**src/rtl/vga_pkg.sv**
```systemverilog
// Shared definitions for the sfifo write/read arbiters: the arbiter state
// encoding and the round-robin scan used to choose the next grant holder.
package vga_pkg;

  typedef enum logic {
    ST_IDLE  = 1'b0,
    ST_BURST = 1'b1
  } arb_state_t;

  // Widest requester set the round-robin helper handles.
  localparam int RR_MAX_NR = 16;
  localparam int RR_MAX_LG = 4;

  // Returns the first set bit of req, scanning last+1, last+2, ... modulo nr.
  // Returns 0 when req is empty; callers qualify the result with |req.
  function automatic logic [RR_MAX_LG-1:0] rr_pick(
    input logic [RR_MAX_NR-1:0] req,
    input logic [RR_MAX_LG-1:0] last,
    input int                   nr
  );
    logic [RR_MAX_LG-1:0] pick;
    int                   idx;
    pick = '0;
    // Walk from the farthest candidate back to the nearest so the nearest
    // requester after 'last' wins.
    for (int k = RR_MAX_NR; k >= 1; k--) begin
      if (k <= nr) begin
        idx = (int'(last) + k) % nr;
        if (req[idx[RR_MAX_LG-1:0]]) pick = idx[RR_MAX_LG-1:0];
      end
    end
    return pick;
  endfunction

endpackage

```
**src/rtl/rr_pick_next.sv**
```systemverilog
// Combinational round-robin priority rotate: picks the next requester after
// 'last'. Shared by the write arbiter and the read-side arbiters.
module rr_pick_next
  import vga_pkg::*;
#(
  parameter int NR   = 4,
  parameter int LGNR = 2
) (
  input  logic [NR-1:0]   req,
  input  logic [LGNR-1:0] last,
  output logic [LGNR-1:0] pick,
  output logic            any
);

  assign pick = LGNR'(rr_pick(RR_MAX_NR'(req), RR_MAX_LG'(last), NR));
  assign any  = |req;

endmodule

```
**src/rtl/sfifo_write_arbiter.sv**
```systemverilog
// Shares one sfifo write port among NR valid/ready/last requesters. A winner
// holds the port until it ends its burst with last or reaches MAXBURST words;
// every written word carries the source ID in its top bits.
module sfifo_write_arbiter
  import vga_pkg::*;
#(
  parameter int BW       = 8,
  parameter int NR       = 4,
  parameter int LGNR     = 2,
  parameter int MAXBURST = 8,
  parameter int LGFLEN   = 4
) (
  input  logic                 i_clk,
  input  logic                 i_reset,
  input  logic [NR-1:0]        i_valid,
  input  logic [NR*BW-1:0]     i_data,
  input  logic [NR-1:0]        i_last,
  output logic [NR-1:0]        o_ready,
  output logic                 o_wr,
  output logic [LGNR+BW-1:0]   o_wr_data,
  input  logic                 i_full,
  input  logic [LGFLEN:0]      i_fill,
  output logic [LGFLEN:0]      o_level,
  output logic [LGNR-1:0]      o_owner,
  output logic                 o_busy
);

  localparam int CW = $clog2(MAXBURST) + 1;

  arb_state_t       state_q, state_d;
  logic [LGNR-1:0]  owner_q, owner_d;
  logic [LGNR-1:0]  rr_last_q, rr_last_d;
  logic [CW-1:0]    count_q, count_d;

  logic [LGNR-1:0]  pick;
  logic             any_valid;
  logic [BW-1:0]    lane [NR];
  logic             accept;
  logic             release_burst;

  rr_pick_next #(
    .NR   (NR),
    .LGNR (LGNR)
  ) u_pick (
    .req  (i_valid),
    .last (rr_last_q),
    .pick (pick),
    .any  (any_valid)
  );

  // Split the flat requester data bus into one lane per requester.
  always_comb begin
    for (int n = 0; n < NR; n++) lane[n] = i_data[n*BW +: BW];
  end

  // Handshake, write datapath and next-state logic, all from registered state.
  always_comb begin
    // NOTE: every signal driven here gets a default first so no path leaves
    // one unassigned, which would otherwise infer a latch.
    state_d       = state_q;
    owner_d       = owner_q;
    rr_last_d     = rr_last_q;
    count_d       = count_q;
    o_ready       = '0;
    accept        = 1'b0;
    release_burst = 1'b0;

    // Reset aborts a burst in the same cycle: no ready, no write.
    if (state_q == ST_BURST && !i_reset) begin
      o_ready[owner_q] = !i_full;
      accept           = i_valid[owner_q] && !i_full;
      release_burst    = accept && (i_last[owner_q] || count_q == CW'(MAXBURST - 1));
    end

    unique case (state_q)
      ST_IDLE: begin
        if (any_valid) begin
          owner_d = pick;
          state_d = ST_BURST;
        end
      end
      ST_BURST: begin
        if (release_burst) begin
          state_d   = ST_IDLE;
          rr_last_d = owner_q;
          count_d   = '0;
        end else if (accept) begin
          count_d = count_q + CW'(1);
        end
      end
      default: state_d = ST_IDLE;
    endcase
  end

  // Arbiter state registers with synchronous active-high reset.
  always_ff @(posedge i_clk) begin
    // NOTE: state registers use non-blocking assignments so every register
    // samples pre-edge values regardless of process ordering.
    if (i_reset) begin
      state_q   <= ST_IDLE;
      owner_q   <= '0;
      rr_last_q <= LGNR'(NR - 1);
      count_q   <= '0;
    end else begin
      state_q   <= state_d;
      owner_q   <= owner_d;
      rr_last_q <= rr_last_d;
      count_q   <= count_d;
    end
  end

  assign o_wr      = accept;
  assign o_wr_data = {owner_q, lane[owner_q]};
  assign o_owner   = owner_q;
  assign o_busy    = (state_q == ST_BURST);
  assign o_level   = i_fill;

endmodule

```
**config.mk**
```make
export PLATFORM = sky130hd
export DESIGN_NAME = sfifo_write_arbiter
export DESIGN_NICKNAME = d
export VERILOG_FILES = /design/src/rtl/vga_pkg.sv /design/src/rtl/rr_pick_next.sv /design/src/rtl/sfifo_write_arbiter.sv
export SDC_FILE = /design/constraint.sdc
export NUM_CORES = 1
export LEC_CHECK = 0
export CAP_MARGIN = 5
export CORE_MARGIN = 4
export CORE_UTILIZATION = 31
export DETAILED_ROUTE_END_ITERATION = 8
export PLACE_DENSITY = 0.8
export SYNTH_ARGS = -nofsm -noshare
export SYNTH_HDL_FRONTEND = slang
export SYNTH_SLANG_ARGS = --single-unit
```
**constraint.sdc**
```tcl
create_clock -name i_clk -period 2.15 [get_ports i_clk]
set_input_delay 0.645 -clock i_clk [delete_from_list [all_inputs] [get_ports i_clk]]
set_output_delay 0.645 -clock i_clk [all_outputs]
set_load 0.05 [all_outputs]
```
==> run_1/wires.png <==
Only two layers are drawn.
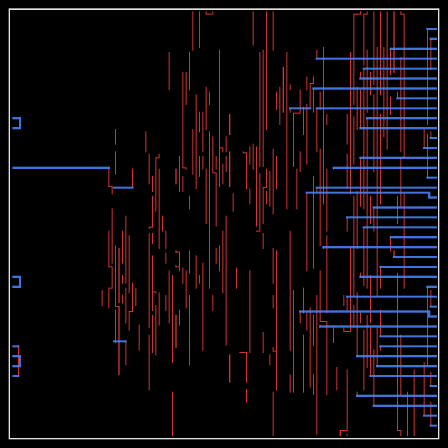
- blue: metal 3 (wire length 387 um)
- red: metal 2 (wire length 1,470 um)

==> run_1/clocks.png <==
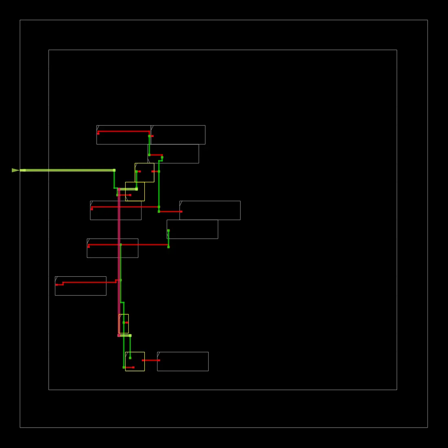
CLK BUF: 4
clock-net power: 133 uW
Setup Skew: 0.00596 ns

==> run_1/cell_density.png <==
Scale bar: 20 um. The die is cut into 12 by 12 equal tiles; dark purple is low, yellow is high, 0 to 100% covered.
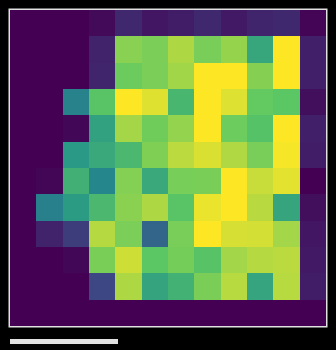
- fullest tile: 100%
- densest ninth of the die: centre
- tiles over 75% full: 40%
- mean over tiles: 47%

==> impl_metrics.csv, run 1 <==
group,metric,value,unit
logic_synthesis,async_flop_share,0,%
layout,final_cells,182,
layout,fin_nets,202,
layout,layout_top_cell_excl_fill_tap,"clkdlybuf4s15_1",
timing,hold_ws,0.485,ns
clocking,cts_root_buf,"clkbuf_4",
layout,n_antenna_cell,0,
floorplan,core_area,2450,um^2
pwr,power.leakage,0.680,nW
clocking,post_cts_resized,110,
clocking,cts_tree,"yes",
detailed_routing,vias,939,
logic_synthesis,synth.top_cell.area_share,22.6,%
global_route,grt_util_met2,31.6,%
layout,final_cell_mix,"clkdlybuf4s15_1 (30), buf_4 (16), mux4_2 (10), nor2_1 (10), buf_8 (9)",
logic_synthesis,synth_top_cell_by_count,"nor2_1",
floorplan,rows,18,
clocking,cts_buffers,3,
timing,fin_ws,-0.0992,ns
logic_synthesis,top_cells_by_area,"dfxtp_1 (23%), mux4_1 (16%), mux4_2 (14%)",
global_route,overflow,0,
clocking,post_cts_buffers,2,
timing,drv_slew,0,
worst_hold_path,hold_class,"flop to flop",
logic_synthesis,synth-edff-count,0,
logic_synthesis,netlist_area,797,um^2
outcome,status,"complete, but fails checks",
logic_synthesis,syn_nets,132,
detailed_routing,remaining_drc_errors,0,
floorplan,fp_util,32.5,%
global_route,grt_use_met1,21.7,%
detailed_routing,vias_per_cell,5.16,
logic_synthesis,synth_cells,83,
floorplan,dieArea,3450,um^2
detailed_routing,dr.pass1.iters,4,
placed_design,pre_cts_ws,-0.471,ns
logic_synthesis,yosys-top-cells-count,"nor2_1 (11), dfxtp_1 (9), a21oi_1 (7), buf_4 (7)",
global_route,gr-usage-met3,6.14,%
placed_design,place_inst,174,
timing,tightest_slew,0.368,ns
logic_synthesis,avgSynthCellArea,9.60,um^2
global_route,grt_pass1_vias,929,
run,openroad.warnings,29,
placed_design,routabilityCongestion,0.776,
clocking,clockBufferDepth,2,
layout,drive_gt1_share,42.8,%
placed_design,io_buffers,60,
timing,finalSetupViolCount,4,
logic_synthesis,ys_seq_share,22.6,%
clocking,cts_sinks,9,
timing,rsz0062_at_grt,"yes",
timing,max_freq,0.445,GHz
critical_path,crit_fanout,2,
pwr,power,745,uW
critical_path,critPathLaunchType,"primary input",
global_route,grt-busiest-layer,"met2",
timing,hold_violations,0,
clocking,htreeDepth,1,
global_route,track_usage,18.3,%
logic_synthesis,synth_chip_area,797,um^2
detailed_routing,routedWlPerCell,17.5,um
logic_synthesis,yosysWarningCount,0,
placed_design,dpl_cell_area,1530,um^2
logic_synthesis,yosysCellCount,83,
run,cap_violations,0,
floorplan,num_io_pins,71,
pwr,ir_drop,0.373,mV
critical_path,critPathKind,"primary input to output pin",
floorplan,die_x,58.7,um
pwr,power_density,448,nW/um^2
logic_synthesis,ff_type,"dfxtp_1",
timing,final.period_utilization,105,%
timing,slew_headroom,74.8,%
logic_synthesis,yosysUniqueCellTypes,28,
critical_path,end_kind,"output pin",
clocking,postCtsHoldBufs,0,
timing,finalCriticalPeriod,2.25,ns
layout,syn_to_final_growth,108,%
floorplan,die_h,58.7,um
layout,finalInstanceArea,1660,um^2
global_route,grt_start_max_net_pins,11,
clocking,path_clk_slew,0.06,ns
logic_synthesis,ys.flops,9,
outcome,violations,"negative setup slack",
placed_design,hpwlAfterDp,2420,um
detailed_routing,drt-initial-drc-count,39,
detailed_routing,wirelength,3190,um
global_route,antenna_found_initial,0,
[run 1: report_power, final]
part / switching [mW] / total (mW) / internal (mW)
Clock: 0.0618 / 0.133 / 0.0716
Combinational: 0.203 / 0.423 / 0.220
Sequential: 0.0127 / 0.188 / 0.175
Total: 0.278 / 0.745 / 0.467
[run 1: kinds of logic (layout without fill, tap and decap cells)]
kind of cell	Yosys count	after routing	synth area share [%]
simple gates	31	31	20.6
compound gates	16	16	12.9
buf+inv	16	85	11.8
mux	10	10	30.6
flops	9	9	22.6
fa+ha+maj	1	1	1.57
[run 1: worst paths after layout]
check             start         end  slack [ns]  depth (start not counted)
max          i_valid[3]        o_wr        -0.1                          5
min          count_q[3]  count_q[3]        0.48                          1
max reg2reg  o_owner[0]  count_q[2]        0.16                          6
min reg2reg  count_q[3]  count_q[3]        0.48                          1
[run 1: layer usage]
metal	share of wire (%)	vias to the layer above	routed length [um]
met2	46	48	1470
met3	12	2	386
met1	41	440	1320
li1	-	449	-
met5	0	-	0
met4	0.66	0	21
[run 1: worst max-delay path, cell delays in order]
cell and delay [ns]:
buf_6 0.09, mux4_2 0.51, nand2_4 0.10, clkinvlp_4 0.10
buf_12 0.15
[run 1: registers in the layout, summed over array words and instances (netlist names)]
name	flops
count_q	4
o_owner	2
rr_last_q	2
o_busy	1
[run 1: metrics by stage]
step	util, %	setup TNS [ns]
final	67.7	-0.188
after CTS	65.7	-0.106
after global routing	67.7	-0.440
after detailed placement	62.4	-3.97
after floorplan	-	-0.0417
after global placement	62.4	-3.72
[run 1: cell type report]
class	count	area, um^2
flip-flops and latches	9	186
well taps	30	37.5
repair buffers	77	856
inverters	4	18.8
multi-input cells	58	537
clock buffers	4	26.3
fillers	172	793
==> run_1/metal_density.png <==
The die is cut into 12 by 12 equal tiles; dark purple is low, yellow is high, scaled to the fullest tile. Values are wire area over tile area, all layers added.
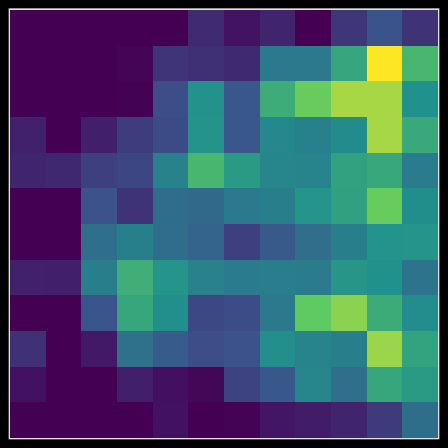

==> run 2: changes to the inputs <==
- MAX_ROUTING_LAYER: default -> met4
==> run_2/metal_density.png <==
The die is cut into 12 by 12 equal tiles; dark purple is low, yellow is high, scaled to the fullest tile. Values are wire area over tile area, all layers added.
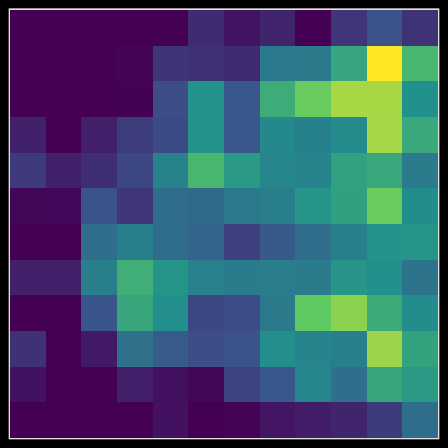
- emptiest ninth of the die: north-west
- tiles over half the peak: 23%
- nearly empty tiles: 21%

==> run_2/wires.png <==
Only two layers are drawn.
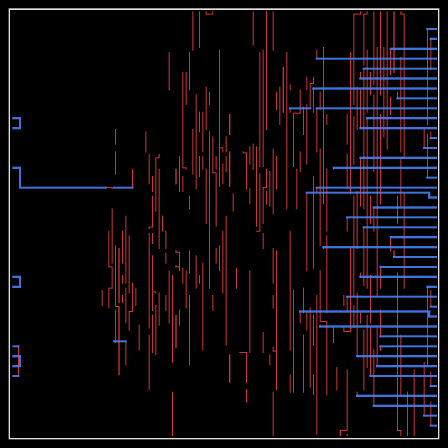
- red: metal 2 (wire length 1,460 um)
- blue: metal 3 (wire length 389 um)

==> run 2 against run 1 <==
- the flow still finishes with violations (negative setup slack)
- sequential share of layout area unchanged
- clock power about the same
- synthesized cell count unchanged
- sequential power about the same
==> impl_metrics.csv, run 2 <==
group,metric,value,unit
outcome,status,"complete, but fails checks",
outcome,violations,"negative setup slack",
placed_design,hpwlAfterDp,2420,um
critical_path,cp.required,1.50,ns
detailed_routing,antenna_left,0,
pwr,p_sw,278,uW
layout,final_util,67.7,%
layout,syn_to_final_growth,108,%
detailed_routing,highest_layer,"met4",
logic_synthesis,async_flop_share,0,%
logic_synthesis,netlist_area,797,um^2
timing,finClkSkew,0.00596,ns
logic_synthesis,ys.flops,9,
timing,hold_violations,0,
timing,finalSetupViolCount,4,
placed_design,routabilityCongestion,0.786,
global_route,grt_use_met1,21.7,%
clocking,path_clk_slew,0.06,ns
timing,slew_headroom,74.8,%
logic_synthesis,avgSynthCellArea,9.60,um^2
placed_design,dpl_cell_area,1530,um^2
global_route,track_usage,18.8,%
critical_path,crit_fanout,2,
critical_path,crit_family,"multiplexers",
timing,hold_ws,0.485,ns
pwr,ir_drop,0.373,mV
floorplan,rows,18,
pwr,p_seq_share,25.2,%
timing,drv_slew,0,
logic_synthesis,synth-edff-count,0,
logic_synthesis,synth_top_cell_by_count,"nor2_1",
global_route,grt_start_max_net_pins,11,
logic_synthesis,ff_type,"dfxtp_1",
clocking,clockBufferDepth,2,
layout,drive_gt1_share,42.8,%
detailed_routing,dr.pass1.iters,4,
placed_design,pre_cts_ws,-0.471,ns
clocking,htreeDepth,1,
detailed_routing,routedWlPerCell,17.5,um
critical_path,critPathSlowestCell,"mux4_2",
floorplan,fp_util,32.5,%
logic_synthesis,ys_seq_share,22.6,%
detailed_routing,remaining_drc_errors,0,
critical_path,end_kind,"output pin",
timing,tightest_slew,0.368,ns
clocking,cts_tree,"yes",
clocking,worstSkewPairLatency,0.26,ns
logic_synthesis,synth.largest_area_cell,"dfxtp_1",
detailed_routing,vias,939,
layout,final_cells,182,
floorplan,dieArea,3450,um^2
timing,max_freq,0.445,GHz
detailed_routing,wl_met3,389,um
placed_design,io_buffers,60,
pwr,p_int,467,uW
critical_path,critPathKind,"primary input to output pin",
global_route,grt_pass1_vias,929,
global_route,grt_pass1_wl,4760,um
detailed_routing,wirelength,3190,um
detailed_routing,dr_wl_met2,1460,um
logic_synthesis,yosys-top-cells-count,"nor2_1 (11), dfxtp_1 (9), a21oi_1 (7), buf_4 (7)",
detailed_routing,drt-initial-drc-count,38,
global_route,gr-usage-met3,6.14,%
detailed_routing,wl_met1,1320,um
global_route,overflow,0,
logic_synthesis,synth.top_cell.area_share,22.6,%
clocking,cts_root_buf,"clkbuf_4",
run,openroad.warnings,29,
clocking,cts_sinks,9,
pwr,power.leakage,0.680,nW
floorplan,die_h,58.7,um
logic_synthesis,syn_nets,132,
logic_synthesis,synth_cells,83,
critical_path,critPathLaunchType,"primary input",
logic_synthesis,top_cells_by_area,"dfxtp_1 (23%), mux4_1 (16%), mux4_2 (14%)",
logic_synthesis,synth_chip_area,797,um^2
floorplan,core_area,2450,um^2
critical_path,slowest_delay,0.51,ns
pwr,power_density,448,nW/um^2
pwr,power_frac_clock,17.9,%
floorplan,num_io_pins,71,
clocking,cts_buffers,3,
timing,finalCriticalPeriod,2.25,ns
layout,largest_reg_flops,4,
layout,fin_nets,202,
pwr,p_sw_share,37.3,%
global_route,grt-busiest-layer,"met2",
timing,fin_ws,-0.0992,ns
layout,final_cell_mix,"clkdlybuf4s15_1 (30), buf_4 (16), mux4_2 (10), nor2_1 (10), buf_8 (9)",
pwr,p_comb_share,56.8,%
critical_path,path_cells,"buf_6 -> mux4_2 -> nand2_4 -> clkinvlp_4 -> buf_12",
worst_hold_path,hold_class,"flop to flop",
placed_design,place_inst,174,
floorplan,die_x,58.7,um
critical_path,cp_num_buf_inv,3,
layout,n_antenna_cell,0,
timing,final.period_utilization,105,%
global_route,grt_util_met2,31.6,%
layout,layout_top_cell_excl_fill_tap,"clkdlybuf4s15_1",
layout,largest-register,"count_q",
layout,fillCellCount,172,
logic_synthesis,yosysWarningCount,0,
logic_synthesis,yosysCellCount,83,
run,cap_violations,0,
layout,finalInstanceArea,1660,um^2
global_route,antenna_found_initial,0,
detailed_routing,vias_per_cell,5.16,
critical_path,arrival,1.60,ns
timing,rsz0062_at_grt,"yes",
logic_synthesis,yosysUniqueCellTypes,28,
==> run 2: cell counts after synthesis <==
No cell type changed its count.
==> run 2: layout make-up <==
| class | instances | area [um^2] | share of cell area (%) |
|---|---|---|---|
| inverter | 4 | 18.8 | 1.13 |
| sequential | 9 | 186 | 11.2 |
| clock buffer | 4 | 26.3 | 1.58 |
| multi-input combinational | 58 | 537 | 32.3 |
| tap | 30 | 37.5 | 2.26 |
| timing repair buffer | 77 | 856 | 51.5 |
==> run 2: cells by family after synthesis <==
kind of cell / synth area share, %
adder cells (fa/ha/maj): 1.57
multiplexers: 30.6
AND-OR/OR-AND: 12.9
buffers and inverters: 11.8
flip-flops: 22.6
AND/OR/NAND/NOR: 20.6
==> run 2: what timing repair did <==
action | in CTS | in global routing
pin swaps | 2 | 1
endpoints found under the setup margin | 13 | 10
setup buffers | 2 | 2
hold buffers | 0 | 0
resized | 110 | 9
==> run 2: path summary, 6_finish.rpt <==
path                    from          to  slack (ns)  cells past startpoint
setup / recovery  i_valid[3]        o_wr        -0.1                      5
hold / removal    count_q[3]  count_q[3]        0.48                      1
setup reg to reg  o_owner[0]  count_q[2]        0.16                      6
hold reg to reg   count_q[3]  count_q[3]        0.48                      1
==> run 2: metrics by stage <==
step / power, mW / setup TNS, ns
CTS: 0.731 / -0.106
floorplan: 0.425 / -0.0417
global route: 0.776 / -0.440
global placement: 0.560 / -3.72
detailed placement: 0.566 / -3.97
finish: 0.745 / -0.189
==> run 2: power groups by stage <==
stage	Sequential (mW)	Combinational, mW	Clock [mW]
floorplan	0.202	0.223	0
global placement	0.194	0.365	0
detailed placement	0.195	0.371	0
CTS	0.187	0.406	0.138
global route	0.190	0.442	0.144
finish	0.188	0.423	0.134
Power and IR drop assume default switching activity.
